Design cpu_harness, sky130hd; sources not shown.
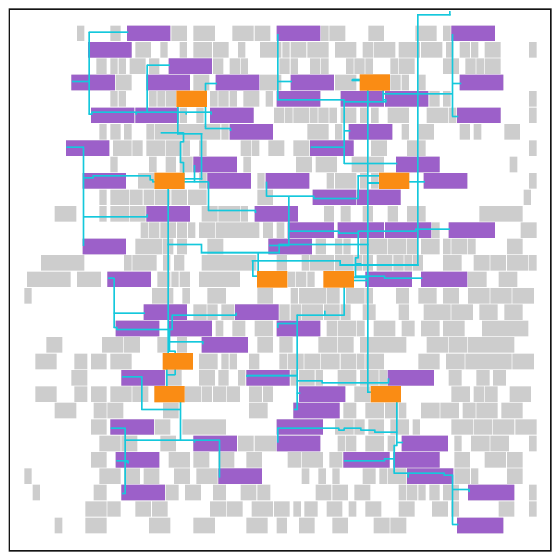
Fig. 1. Routed clock nets over the placement (run 1).
- purple: flip-flops (count 64)
- orange: clock-net drivers (count 9)
- cyan: clock wires (length 839 um)
- routed clock nets: 10
clock distribution power: 941 uW
clk ins delay skew pair: 350 ps

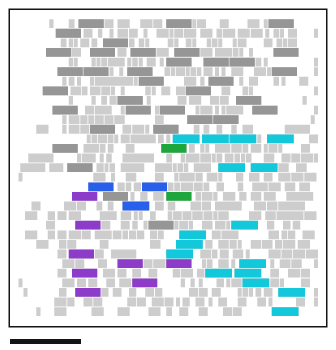
Fig. 2. Where the registers sit (run 1).
The bar under the picture is 20 um long.
- blue: `state` (flops 3)
- green: `div` (flops 2)
- purple: `o_result` (flops 8; where south-west)
- cyan: `o_steps` (flops 16)
FF+latch area: 0.00130 mm^2
Seq. pwr: 1280 uW
fraction of the core area covered by cells at the end of the flow: 0.626
Seq/total area: 0.290

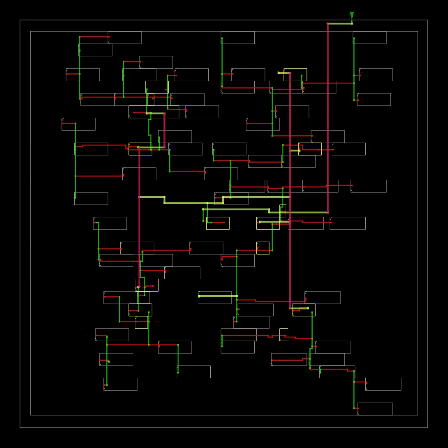
Fig. 3. Clock nets (run 1).
total number of clock tree sinks: 64
clkbuf count: 11
Inserted Clock Buffers: 9
number of sequential cells: 64

==> run summary, run 1 <==
Notes from the flow run.

Logic synthesis:
- The run gives the count of warnings emitted by yosys as 0.
- Yosys reports the multiplexer fraction of the synthesized area as 0.00988.
- The run puts the adder-cell share of the synthesized area at 0.0114.
- The post-synth count of flops with an enable pin is 0.
- In this run, the synthesized area fraction spent on AND-OR/OR-AND gates is recorded as 0.131.
- Averaged over all synthesized cells, the footprint is 8.38 um^2.
- The run gives the cell count after synthesis as 393.
- By count the netlist is led by nand2_1, dfxtp_1, a21oi_1, nor2_1, nor3b_1.
- After synthesis, the cell types taking the most area are dfxtp_1, nand2_1, a21oi_1, xnor2_1, nor3b_1.
- The most frequently used library cell after synthesis is nand2_1.
- Per the synthesis report, the dominant area consumer among library cells is dfxtp_1.
- The run puts the simple-gate area share of the yosys netlist at 0.297.

GRT:
- The run gives the pin count of the biggest net entering global routing as 30.
- The run gives the final global-route overflow total as 0.
- The run puts the via count of the first global-routing pass at between 2,000 and 3,000.
- Total global-route track usage over all layers is 0.202.
- The run gives the initial antenna violation count as 0.

STA:
- In the final report, the number of endpoints failing setup comes to 0.
- Measured against its own limit, the worst slew margin works out to 0.594.
- The run gives the sum of negative setup slack as 0 ps.
- Per the final timing report, the hold violations number 0.
- The run puts the final number of max-transition violations at 0.
- The run gives the final worst setup slack as 124 ps.
- The final timing summary puts the cycle share of the worst path at 0.946.
- The run puts the tightest hold margin at about 450 ps.

Floorplan:
- The run gives the core outline area as 0.00718 mm^2.
- The run gives the top-level port count as roughly 120.
- The run puts the x dimension of the die at ~90 um.
- The run gives the row count as 31.

CTS:
- TritonCTS built the clock tree.
- The run gives the clock-pin slew on the worst setup and hold paths as 70 ps.
- Per the repair_timing log after CTS, setup buffers inserted total 0.
- The run gives the cell at the root of the clock tree as clkbuf_8.

Power and ir drop:
- Power attributed to combinational cells is 1450 uW.
- The switching portion of total power comes to 0.426.
- In this run the power density over the cells is 818 mW/mm^2.
- The run gives the sequential cell fraction of total power as 0.349.
- Of the total power, the clock network draws 0.256.
- The run gives the combinational power share as 0.395.
- The run puts the maximum ir drop on the vdd rail at roughly 0.52 mV.

Worst setup path:
- The run gives the cell family contributing the most delay on the critical path as flip-flops.
- The run gives the number of buffer and inverter stages on the critical path as 2.
- The run puts the endpoint required time on the critical path at 1840 ps.
- The run gives the reg2reg setup slack as ~160 ps.
- The worst setup path is captured at a primary output.
- The run gives the biggest cell delay along the critical path as 590 ps.
- The run gives the critical path class as reg -> out.
- The slowest stage of the critical path belongs to the cell dfxtp_1.
- Traced cell by cell, the critical path runs through and3b_1 -> nand2_1 -> inv_2 -> buf_12.
- The run puts the worst-path maximum fanout at 10.
- The worst setup path is launched from a flop.
- The critical path runs through a total of 4 cells.

Route:
- The run gives the average via count per standard cell as between 5 and 6.
- The run gives the number of DRC violations after detailed routing as 0.
- The run puts the number of iterations in the first detailed-routing pass at 4.
- The run puts the remaining number of nets flagged by the antenna check after routing at 0.
- The run gives the overall routed net length as 8.25 mm.

Place:
- According to the dpl log, the detail-placed design has an HPWL of 6.03 mm.
- During placement, the flow inserted port buffers numbering 100.
- The run puts the setup slack after placement at -29.7 ps.

Outcome:
- The run finished with clean final reports.

Flow run:
- Across the run, the number of max-cap violations was 0.

Cells and area:
- For this run, the post-layout net count is 541.
- The most common logic cell in the final layout is nand2_1.
- The run gives the antenna diode count as 0.
- The run gives the share of post-route cells with drive strength above 1 as 0.219.
- The run gives the number of standard cells in the layout, taps in and fillers out as 596.
- The library cells used most frequently in the layout, excluding fill and tap cells, are nand2_1, buf_4, dfxtp_1.

Hold path:
- The run gives the worst hold path depth as 2.
==> run 1: layer usage <==
layer  GRT usage  share of wire  up-vias
met5           0              0        -
met4       0.103          0.018        0
met3      0.0443          0.055       16
met2       0.338           0.50       94
met1       0.242           0.42     1446
li1            -              -     1532
==> run 1: worst register-to-register path, delay by kind of cell, from the launching register on <==
family,cells,cell delay [ps]
and+or+nand+nor,3,600
AOI/OAI and AO/OA,1,620
xor gates and xnor gates,1,210
DFF,1,590
==> run 1: cell type report <==
type	instances	area (um^2)
tap	99	124
fill	638	2680
multi-input combinational	300	1850
sequential	64	1300
clock inverter	5	57.6
clock buffer	11	131
timing repair buffer	110	996
inverter	7	26.3
==> run 1: timing repair <==
item | in CTS | in global routing
endpoints found under the setup margin | 0 | 1
hold buffers | 0 | 0
gates resized | 0 | 1
## Run 2: what changed since run 1
CTS_CLUSTER_SIZE = 20   (was not set)
HOLD_SLACK_MARGIN = 0.03   (was not set)
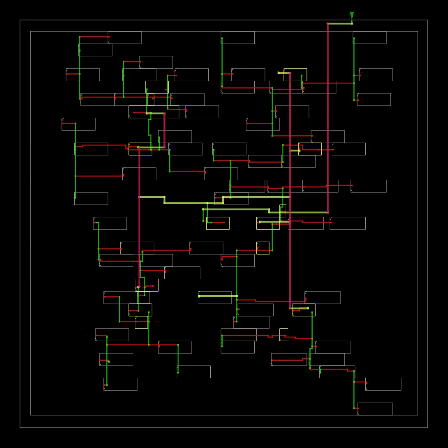
Fig. 4. Clock nets (run 2).
worst-case clock skew: 8.38 ps

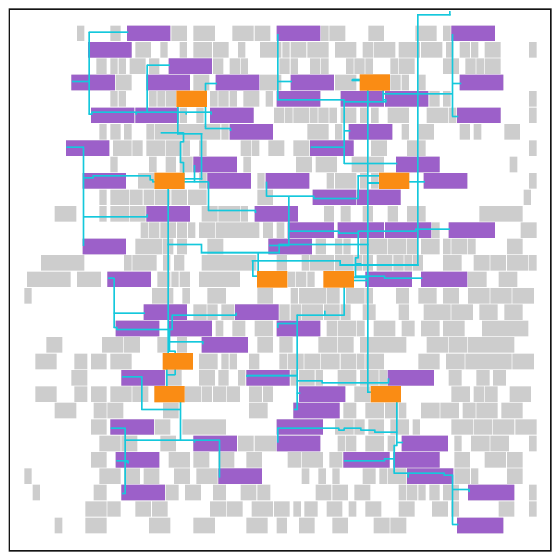
Fig. 5. Routed clock nets over the placement (run 2).
- cyan: clock wires (length 839 um)
- orange: clock-net drivers (count 9)
- purple: flip-flops (count 64)
- routed clock nets: 10
part of the power in the clock network: 0.256

==> run 2 against run 1 <==
Net effect:
- largest power group unchanged
- setup slack did not move
- non-clock buffer count unchanged
- highest routed layer unchanged
- combinational power about the same
- clock-buffer cell count did not move
- flip-flop count unchanged
- die size unchanged
- hold slack stayed put
- area after synthesis is the same
- final cell count is the same
- critical endpoint unchanged
- critical path type unchanged
==> run summary, run 2 <==
Notes from the flow run.

Worst setup path:
- The run gives the kind of start point of the critical path as a flop.
- In this run the critical path is formed by and3b_1 -> nand2_1 -> inv_2 -> buf_12.
- The longest incremental delay of any stage on the critical path is reported as 590 ps.
- Among cell families on the critical path, the largest total delay comes from flip-flops.
- The run gives the type of destination of the critical path as a primary output.
- Looking at the critical path, the highest net fanout was 10.

Power and ir drop:
- The run gives the switching portion of total power as 0.426.
- The run puts the combinational power share at 0.395.
- The run gives the sequential power as 1280 uW.
- The share of total power dissipated in sequential elements is 0.349.
- The combinational power reported by the tool is 1450 uW.
- The report lists the power per cell area as 818 mW/mm^2.
- The run gives the maximum ir drop on the vdd rail as 0.519 mV.
- The run puts the clock network power at 941 uW.

STA:
- The run puts the final worst setup slack at 124 ps.
- The run gives the sum of negative setup slack as 0 ps.
- The run puts the fraction of the cycle the final worst path needs at 0.946.
- The run gives the tightest hold margin as 455 ps.
- The run puts the final number of setup-violating endpoints at 0.
- The run puts the worst slew margin relative to its limit at 0.594.

Route:
- The post-route report lists met1 wire length as 3.50 mm.
- The run puts the overall routed net length at 8.25 mm.
- The run gives the remaining number of nets flagged by the antenna check after routing as 0.
- The run gives the total met3 wirelength after detailed routing as approximately 460 um.
- The run gives the number of DRC violations after detailed routing as 0.

Cells and area:
- The run puts the total number of nets in the final design at roughly 540.
- The run gives the area of combinational cells with multiple inputs as 0.00185 mm^2.
- The run puts the core occupancy in the finished layout at 0.626.
- The run gives the fraction of area in registers as 0.290.
- The library cell used most frequently in the layout, excluding fill and tap cells, is nand2_1.
- The layout has 110 buffers outside the clock class.
- The sequential cells in the finished layout cover a total of 0.00130 mm^2.
- In the final layout, the clock buffer count is 11.
- Of all the cell area in the finished design, non-clock buffers hold 0.222.
- The run puts the final-layout clock-cell area share at 0.0421.
- The run gives the final-layout fill cell count as 638.
- The run puts the share of post-route cells with drive strength above 1 at 0.219.

Logic synthesis:
- The run gives the most area-hungry cell type in the Yosys netlist as dfxtp_1.
- A synthesized cell averages 8.38 um^2.
- The synthesis stats list as the most numerous cell nand2_1.
- The run gives the count of warnings emitted by yosys as 0.
- Yosys mapped a number of flops with a built-in enable equal to 0.

Floorplan:
- The run puts the number of tap cells added at floorplan at 99.
- The run puts the top-level port count at 117.
- The run gives the core outline area as 0.00718 mm^2.

CTS:
- The run gives the total clock sinks as 64.
- The run gives the setup fix buffers added after clock tree synthesis as 0.
- Per the CTS log, the root buffer master is clkbuf_8.
- Hold repair after CTS inserted 0 buffers.
- TritonCTS built the clock tree.

GRT:
- The run gives the initial antenna violation count as 0.
- The run gives the met2 usage as 0.338.
- The run puts the via count of the first global-routing pass at roughly 2,800.
- The run gives the overall routing resource usage as 0.202.

Outcome:
- The run finished with clean final reports.

Place:
- The run puts the port buffer count at 100.
[run 2: kinds of logic (layout without fill, tap and decap cells)]
| group | Yosys count | in the layout | synth area share |
|---|---|---|---|
| mux | 3 | 3 | 0.00988 |
| other cells | 1 | 16 | 0.00114 |
| buf+inv | 44 | 133 | 0.0752 |
| compound gates | 67 | 67 | 0.131 |
| simple gates | 179 | 179 | 0.297 |
| flops | 64 | 64 | 0.389 |
| fa+ha+maj | 3 | 3 | 0.0114 |
| xor+xnor | 32 | 32 | 0.0851 |
[run 2: worst min-delay path, cell delays in order, from the launching register on]
cell,delay (ps)
dfxtp_1,310
nand2_1,50
a21oi_1,50
[run 2: timing repair]
item                                   in CTS  in global routing
setup endpoints to repair                   0                  1
endpoints found under the hold margin       0                  0
resized                                     0                  1
Power and IR drop assume default switching activity.
